--- src/rtl/trap_unit.sv ---
// Machine-mode trap controller: recovery window tracking, exception capture into
// machine CSRs, fetch redirect to mtvec on a trap and to mepc on mret.
module trap_unit #(
  parameter logic [31:0] TRAP_VEC_RESET = 32'h0000_0100
) (
  input  logic        clk_i,
  input  logic        rst_i,
  input  logic        kill_instr_i,
  input  logic [31:0] kill_pc_i,
  input  logic        exc_occured_i,
  input  logic [31:0] exc_mepc_i,
  input  logic [31:0] exc_mcause_i,
  input  logic [31:0] exc_mtval_i,
  input  logic        mret_i,
  input  logic [11:0] csr_addr_i,
  input  logic        csr_wr_en_i,
  input  logic [31:0] csr_wr_data_i,
  output logic [31:0] csr_rd_data_o,
  output logic        redirect_o,
  output logic [31:0] redirect_pc_o,
  output logic        flush_o,
  output logic        stall_fetch_o
);

  localparam logic [11:0] CsrMstatus  = 12'h300;
  localparam logic [11:0] CsrMtvec    = 12'h305;
  localparam logic [11:0] CsrMscratch = 12'h340;
  localparam logic [11:0] CsrMepc     = 12'h341;
  localparam logic [11:0] CsrMcause   = 12'h342;
  localparam logic [11:0] CsrMtval    = 12'h343;
  localparam logic [11:0] CsrMtrapcnt = 12'h7C0;

  typedef enum logic [1:0] {
    StIdle,
    StRecover,
    StRedirect
  } state_e;

  state_e      state_q, state_d;
  logic        mie_q, mie_d;
  logic        mpie_q, mpie_d;
  logic [31:0] mtvec_q, mtvec_d;
  logic [31:0] mscratch_q, mscratch_d;
  logic [31:0] mepc_q, mepc_d;
  logic [31:0] mcause_q, mcause_d;
  logic [31:0] mtval_q, mtval_d;
  logic [31:0] mtrapcnt_q, mtrapcnt_d;
  logic [31:0] last_kill_pc_q, last_kill_pc_d;
  logic        redirect_q, redirect_d;
  logic [31:0] redirect_pc_q, redirect_pc_d;
  logic        flush_q, flush_d;
  logic        stall_q, stall_d;

  logic        capture;
  logic        do_mret;
  logic        csr_we_ok;

  always_comb begin
    state_d        = state_q;
    mie_d          = mie_q;
    mpie_d         = mpie_q;
    mtvec_d        = mtvec_q;
    mscratch_d     = mscratch_q;
    mepc_d         = mepc_q;
    mcause_d       = mcause_q;
    mtval_d        = mtval_q;
    mtrapcnt_d     = mtrapcnt_q;
    last_kill_pc_d = last_kill_pc_q;
    redirect_d     = 1'b0;
    redirect_pc_d  = redirect_pc_q;
    flush_d        = 1'b0;
    capture        = 1'b0;
    do_mret        = 1'b0;
    csr_we_ok      = 1'b0;

    case (state_q)
      StIdle: begin
        csr_we_ok = 1'b1;
        if (exc_occured_i) begin
          capture = 1'b1;
        end else if (kill_instr_i) begin
          state_d        = StRecover;
          last_kill_pc_d = kill_pc_i;
          flush_d        = 1'b1;
        end else if (mret_i) begin
          do_mret = 1'b1;
        end
      end
      StRecover: begin
        if (exc_occured_i) begin
          capture = 1'b1;
        end
      end
      StRedirect: begin
        state_d = StIdle;
      end
      default: begin
        state_d = StIdle;
      end
    endcase

    // Software writes land first so that same-cycle trap/mret updates override them.
    if (csr_we_ok && csr_wr_en_i) begin
      case (csr_addr_i)
        CsrMstatus: begin
          mie_d  = csr_wr_data_i[3];
          mpie_d = csr_wr_data_i[7];
        end
        CsrMtvec:    mtvec_d    = {csr_wr_data_i[31:2], 2'b00};
        CsrMscratch: mscratch_d = csr_wr_data_i;
        CsrMepc:     mepc_d     = {csr_wr_data_i[31:2], 2'b00};
        CsrMcause:   mcause_d   = csr_wr_data_i;
        CsrMtval:    mtval_d    = csr_wr_data_i;
        CsrMtrapcnt: mtrapcnt_d = csr_wr_data_i;
        default: ;
      endcase
    end

    if (capture) begin
      mepc_d        = {exc_mepc_i[31:2], 2'b00};
      mcause_d      = exc_mcause_i;
      mtval_d       = exc_mtval_i;
      mpie_d        = mie_q;
      mie_d         = 1'b0;
      mtrapcnt_d    = mtrapcnt_q + 32'd1;
      redirect_d    = 1'b1;
      redirect_pc_d = mtvec_q;
      state_d       = StRedirect;
    end

    if (do_mret) begin
      mie_d         = mpie_q;
      mpie_d        = 1'b1;
      redirect_d    = 1'b1;
      redirect_pc_d = mepc_q;
      state_d       = StRedirect;
    end

    stall_d = (state_d == StRecover);
  end

  always_ff @(posedge clk_i) begin
    if (rst_i) begin
      state_q        <= StIdle;
      mie_q          <= 1'b0;
      mpie_q         <= 1'b0;
      mtvec_q        <= {TRAP_VEC_RESET[31:2], 2'b00};
      mscratch_q     <= '0;
      mepc_q         <= '0;
      mcause_q       <= '0;
      mtval_q        <= '0;
      mtrapcnt_q     <= '0;
      last_kill_pc_q <= '0;
      redirect_q     <= 1'b0;
      redirect_pc_q  <= '0;
      flush_q        <= 1'b0;
      stall_q        <= 1'b0;
    end else begin
      state_q        <= state_d;
      mie_q          <= mie_d;
      mpie_q         <= mpie_d;
      mtvec_q        <= mtvec_d;
      mscratch_q     <= mscratch_d;
      mepc_q         <= mepc_d;
      mcause_q       <= mcause_d;
      mtval_q        <= mtval_d;
      mtrapcnt_q     <= mtrapcnt_d;
      last_kill_pc_q <= last_kill_pc_d;
      redirect_q     <= redirect_d;
      redirect_pc_q  <= redirect_pc_d;
      flush_q        <= flush_d;
      stall_q        <= stall_d;
    end
  end

  always_comb begin
    csr_rd_data_o = '0;
    case (csr_addr_i)
      CsrMstatus:  csr_rd_data_o = {24'd0, mpie_q, 3'd0, mie_q, 3'd0};
      CsrMtvec:    csr_rd_data_o = mtvec_q;
      CsrMscratch: csr_rd_data_o = mscratch_q;
      CsrMepc:     csr_rd_data_o = mepc_q;
      CsrMcause:   csr_rd_data_o = mcause_q;
      CsrMtval:    csr_rd_data_o = mtval_q;
      CsrMtrapcnt: csr_rd_data_o = mtrapcnt_q;
      default:     csr_rd_data_o = '0;
    endcase
  end

  assign redirect_o    = redirect_q;
  assign redirect_pc_o = redirect_pc_q;
  assign flush_o       = flush_q;
  assign stall_fetch_o = stall_q;

endmodule

--- config.mk ---
export PLATFORM = sky130hd
export DESIGN_NAME = trap_unit
export DESIGN_NICKNAME = d
export VERILOG_FILES = /design/src/rtl/trap_unit.sv
export SDC_FILE = /design/constraint.sdc
export NUM_CORES = 1
export LEC_CHECK = 0
export CAP_MARGIN = 25
export CORE_MARGIN = 2
export CORE_UTILIZATION = 25
export CTS_BUF_LIST = sky130_fd_sc_hd__clkbuf_8
export CTS_CLUSTER_DIAMETER = 150
export DETAILED_ROUTE_END_ITERATION = 8
export SYNTH_ARGS = -nofsm -noshare
export SYNTH_HDL_FRONTEND = slang
export SYNTH_SLANG_ARGS = --single-unit
--- constraint.sdc ---
create_clock -name clk_i -period 2.74 [get_ports clk_i]
set_input_delay 0.411 -clock clk_i [delete_from_list [all_inputs] [get_ports clk_i]]
set_output_delay 0.411 -clock clk_i [all_outputs]
set_load 0.01 [all_outputs]
**Run 1: routing congestion map**

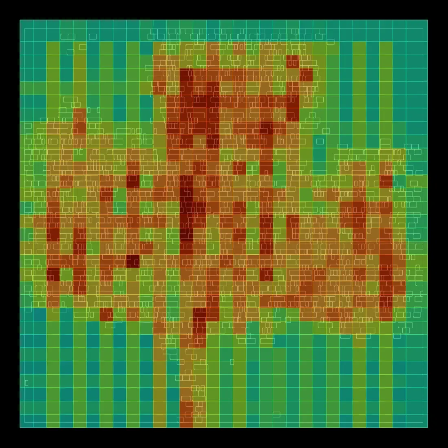
grt met3 use: 3.85%
global routing's busiest layer: met2
final core utilization: 36.1%
M2 GR Usage: 33.5%
GR Util met1: 27.0%

**Run 1: cell density map**

The die is cut into 21 by 21 equal tiles; white is low, dark blue is high, 0 to 100% covered.
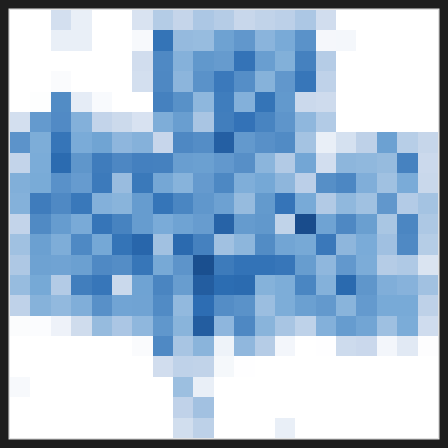
31% of the tiles are nearly empty. The mean over all tiles is 33%. The fullest tile reaches 89%.

**Run 1: met1 routing**

Supply wires on this layer in grey.
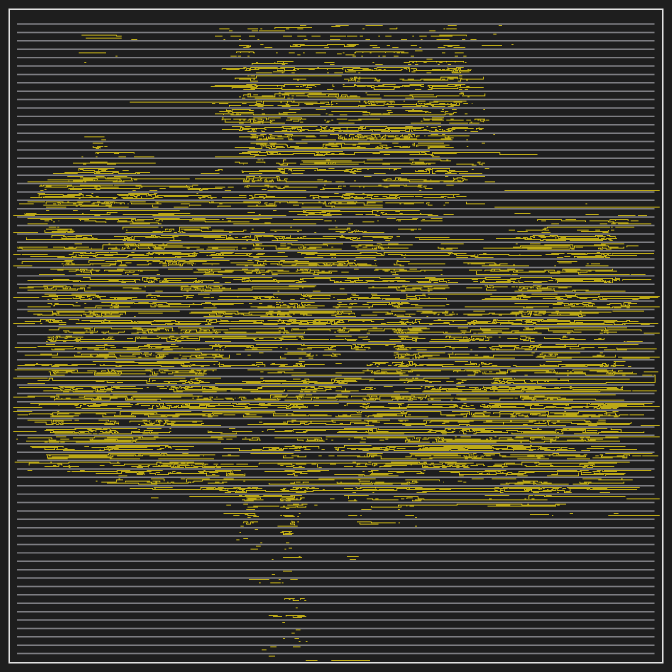
The layer carries 19800 µm of wire. The longest straight run is 53.4 µm. 1591 nets have wire on it.

**Run 1: M4 wires**

Bar = 50 µm. Supply wires on this layer in grey. Cells faint in the background.
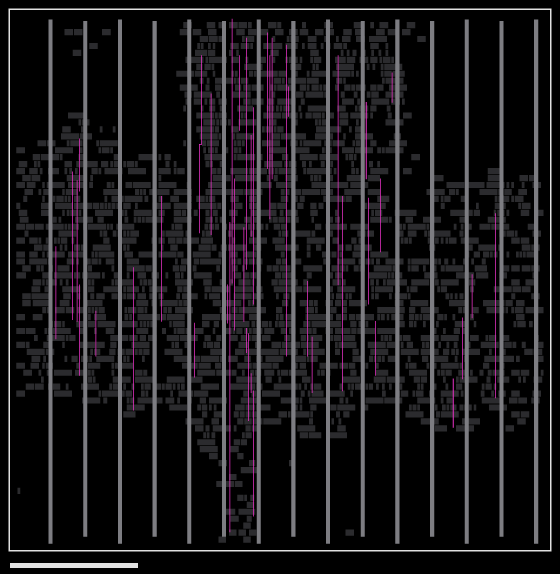
30 nets have wire on it. The longest straight run is 122 µm. The layer carries 1930 µm of wire.

==> results.sh, run 1 <==
# flow metrics
export IMPL_outcome="finished clean"
export IMPL_clk_latency_ns=0.56
export IMPL_cp_cell_sequence="dlygate4sd2_1 > nor2_1 > nand4_4 > buf_4 > nor3_4 > buf_6 > buf_12 > nand2_1 > nand2_1 > dlygate4sd2_1"
export IMPL_tightest_slew_ns=0.577
export IMPL_max_stage_delay_ns=0.32
export IMPL_mostFrequentLayoutCell="nand2_1"
export IMPL_max_vdd_ir_drop_uv=252
export IMPL_leakagePower_nw=5.49
export IMPL_cpMaxStageDelayCell="dlygate4sd2_1"
export IMPL_multi_input_comb_cells=1032
export IMPL_maxCapViolCount=0
export IMPL_inv_count=3
export IMPL_ys_sh_adder_pct=0.116
export IMPL_skew_ns=0.0202
export IMPL_finalCriticalPeriod_ns=2.65
export IMPL_drive_above_1_share_pct=15.6
export IMPL_topCellsByArea="dfxtp_1, nand2_1, a311oi_1"
export IMPL_fin_total_pwr_mw=7.82
export IMPL_top_cells_by_count="nand2_1, dfxtp_1, nor2_1"
export IMPL_cts_path_max_buffers=3
export IMPL_dp_cells=2108
export IMPL_vias=11929
export IMPL_placed_area_um2=14000
export IMPL_pg_seq_mw=3.50
export IMPL_synth_simple_gate_area_share_pct=27.3
export IMPL_diodes=5
export IMPL_die_w_um=211
export IMPL_globalRouteTotalUtil_pct=20.8
export IMPL_wl_met2_um=21900
export IMPL_clk_share_pct=5.88
export IMPL_place_port_buffers=208
export IMPL_drt_iter0_markers=1279
export IMPL_holdCritPathClass="in -> reg"
export IMPL_drc=0
export IMPL_wl_met1_um=19800
export IMPL_ys_seq_share_pct=41.9
export IMPL_p_comb_mw=0.825
export IMPL_finalNonFillerCells=2203
export IMPL_buf_share_pct=21.7
export IMPL_startpoint_type="input pin"
export IMPL_yosysTopAreaCellShare_pct=41.9
export IMPL_pg_clk_mw=3.49
export IMPL_power_leader="registers"
export IMPL_yosys_mux_area_fraction_pct=0.384
export IMPL_logic_family="simple AND/OR/NAND/NOR gates"
export IMPL_rsz0062_at_grt="no"
export IMPL_setup_tns_final_ns=0
export IMPL_hold_path_end="mscratch_q[17]$_SDFFE_PP0P_"
export IMPL_core_um2=42100
export IMPL_swShare_pct=25.8
export IMPL_ctsHoldBuffers=0
export IMPL_hpwl_um=32400
export IMPL_setup_ws_ns=0.0866
export IMPL_cp_num_cells=10
export IMPL_syn_to_final_growth_pct=41.6
export IMPL_highest_layer="met4"
export IMPL_criticalPathCategory="in -> out"
export IMPL_holdPathStages=2
export IMPL_yosysUniqueCellTypes=68
export IMPL_die_area_um2=44600
--- run 2 (diff from run 1) ---
--- a/config.mk
+++ b/config.mk
@@ -6,7 +6,6 @@
 export NUM_CORES = 1
 export LEC_CHECK = 0
 export CAP_MARGIN = 25
-export CORE_MARGIN = 2
 export CORE_UTILIZATION = 25
 export CTS_BUF_LIST = sky130_fd_sc_hd__clkbuf_8
 export CTS_CLUSTER_DIAMETER = 150
**Run 2: cell density map**

The die is cut into 21 by 21 equal tiles; white is low, dark blue is high, 0 to 100% covered.
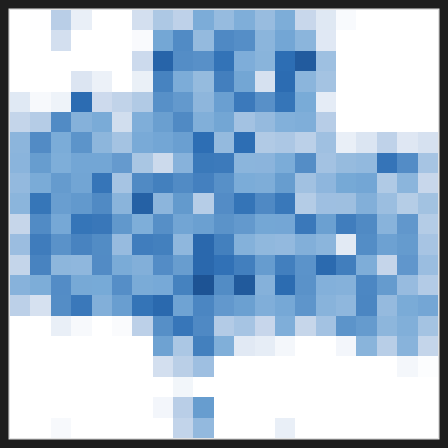
The densest ninth of the die: middle. The emptiest ninth of the die: bottom left. 3.2% of the tiles are over 75% full. The fullest tile reaches 86%.

==> run 2 against run 1 <==
Die area shrank 1.9%. Clock skew is essentially flat. Design area shrank 1.4%. Non-clock buffer count shrank 3. Hold slack lost 0.0064 ns. Routed wire length shrank 2.1%. Total power shrank 3.2%. Area after synthesis is the same. Largest power group unchanged.
==> results.sh, run 2 <==
# flow metrics
export IMPL_ys_sh_xor_pct=0.163
export IMPL_r2r_end="mtrapcnt_q[23]$_SDFFE_PP0P_"
export IMPL_yosysTopAreaCellShare_pct=41.9
export IMPL_highest_layer="met4"
export IMPL_logic_area_um2=5790
export IMPL_mostFrequentLayoutCell="nand2_1"
export IMPL_gp_congestion=0.874
export IMPL_globalRouteOverflowTotal=0
export IMPL_yosys_mux_area_fraction_pct=0.384
export IMPL_setup_tns_final_ns=0
export IMPL_rsz0062_at_grt="no"
export IMPL_ctsHoldBuffers=0
export IMPL_setup_ws_ns=0.113
export IMPL_yosys_cells=1387
export IMPL_setup_violations=0
export IMPL_period_used_pct=95.9
export IMPL_cts_resized=181
export IMPL_power_leader="registers"
export IMPL_cp_cell_sequence="dlygate4sd2_1 > and3b_2 > buf_4 > and4_4 > buf_12 > buf_4 > a222oi_1 > nand2_1 > buf_2"
export IMPL_wirelength_um=46400
export IMPL_clk_share_pct=5.50
export IMPL_taps=539
export IMPL_path_clk_slew_ns=0.07
export IMPL_max_stage_delay_ns=0.44
export IMPL_pwr_share_clk_pct=42.8
export IMPL_ys_seq_share_pct=41.9
export IMPL_comb_share_pct=38.6
export IMPL_reg2reg_setup_slack_ns=0.51
export IMPL_holdWs_ns=0.308
export IMPL_yosys_area_um2=10700
export IMPL_criticalPathCategory="in -> out"
export IMPL_dp_cells=2112
export IMPL_met1_usage_pct=26.8
export IMPL_pg_seq_mw=3.51
export IMPL_leakagePower_nw=5.40
export IMPL_swShare_pct=26.4
export IMPL_hpwl_um=32500
export IMPL_wl_met1_um=19400
export IMPL_syn_to_final_growth_pct=39.6
export IMPL_slew_headroom_pct=63.2
export IMPL_buf_share_pct=21.3
export IMPL_top_usage_layer="met2"
export IMPL_aoi_share_pct=24.5
export IMPL_yosysUniqueCellTypes=68
export IMPL_core_um2=42100
export IMPL_ff_count=225
export IMPL_cts_path_max_buffers=3
export IMPL_hold_start="rst_i"
export IMPL_finalNonFillerCells=2197
export IMPL_globalRouteTotalUtil_pct=20.6
export IMPL_grt_start_max_net_pins=63
export IMPL_outcome="finished clean"
export IMPL_sh_seq_area_pct=30.0
export IMPL_die_area_um2=43800
export IMPL_wl_met2_um=21800
export IMPL_synth_main_ff_cell="dfxtp_1"
export IMPL_ys_sh_adder_pct=0.116
export IMPL_finalMaxSlewViolations=0
export IMPL_diodes=2
export IMPL_cts_tree="yes"
export IMPL_seq_area_um2=4500
export IMPL_die_w_um=209
export IMPL_skew_ns=0.0198
export IMPL_final_cell_mix="nand2_1, dfxtp_1, clkdlybuf4s50_1, nor2_1, a21oi_1"
export IMPL_numClockSinks=225
export IMPL_vias=11858
export IMPL_logic_family="simple AND/OR/NAND/NOR gates"
export IMPL_clk_latency_ns=0.56
export IMPL_ys_warn_count=0
export IMPL_maxCapViolCount=0
export IMPL_grt_use_met3_pct=3.67
export IMPL_max_freq_ghz=0.381
export IMPL_finalCriticalPeriod_ns=2.63
export IMPL_routed_wl_met3_um=3610
export IMPL_cts_setup_buffers=10
export IMPL_cp_startpoint="csr_addr_i[8]"
export IMPL_startpoint_type="input pin"
export IMPL_path_delay_family="buffers and inverters"
export IMPL_avgViaCountPerCell=5.40
export IMPL_nNonClkBuffers=324
export IMPL_holdCritPathClass="in -> reg"
export IMPL_largestClassByArea="logic gates"
export IMPL_max_vdd_ir_drop_uv=326
export IMPL_ant_nets=0
export IMPL_cts_buffers=41
export IMPL_cpMaxStageDelayCell="a222oi_1"
export IMPL_drc=0
export IMPL_cp_required_ns=2.33
export IMPL_r2r_start="mtrapcnt_q[0]$_SDFFE_PP0P_"
export IMPL_syn_mean_instance_area_um2=7.74
export IMPL_antenna_found_initial=2
export IMPL_holdPathStages=2
export IMPL_cpMostUsedCell="buf_4"
export IMPL_r2r_cells=5
export IMPL_drt_iter0_markers=1049
export IMPL_dp_slack_ns=-0.483
export IMPL_grt_pass1_wl_um=69500
export IMPL_p_comb_share_pct=10.8
export IMPL_inv_count=3
export IMPL_hold_path_end="mtvec_q[13]$_SDFFE_PP0P_"
export IMPL_placed_area_um2=14000
export IMPL_p_comb_mw=0.819
export IMPL_finalHoldViolations=0
export IMPL_ys_ff=225
export IMPL_cp_num_cells=9
export IMPL_clkbuf_count=52
export IMPL_wl_per_cell_um=21.1
export IMPL_tightest_slew_ns=0.552
export IMPL_root_buffer="clkbuf_8"
export IMPL_syn_cell_area_um2=10700
export IMPL_async_flop_share_pct=0
export IMPL_synth_simple_gate_area_share_pct=27.3
export IMPL_final_util_pct=35.6
export IMPL_critPathBufInv=5
export IMPL_crit_end="csr_rd_data_o[1]"
export IMPL_pg_clk_mw=3.24
export IMPL_place_port_buffers=208
export IMPL_p_sw_mw=2.00
export IMPL_end_kind="output pin"
export IMPL_fp_util_pct=25.5
export IMPL_fin_total_pwr_mw=7.57
export IMPL_rows=75
export IMPL_fp_dieH_um=209
export IMPL_num_io_pins=245
export IMPL_top_cell="nand2_1"
export IMPL_crit_arrival_ns=2.22
export IMPL_h_tree_depth=2
export IMPL_top_cells_by_count="nand2_1, dfxtp_1, nor2_1"
export IMPL_syn_inst=1387
export IMPL_multi_input_comb_cells=1032
export IMPL_seq_power_share_pct=46.3
export IMPL_globalRouteMet2Util_pct=34.1
export IMPL_internal_power_mw=5.57
export IMPL_drive_above_1_share_pct=15.3
export IMPL_layout_nets=1806
export IMPL_topCellsByArea="dfxtp_1, nand2_1, a311oi_1"
export IMPL_edf_count=0
No activity file was given, so power comes from the tool's default toggle rates.
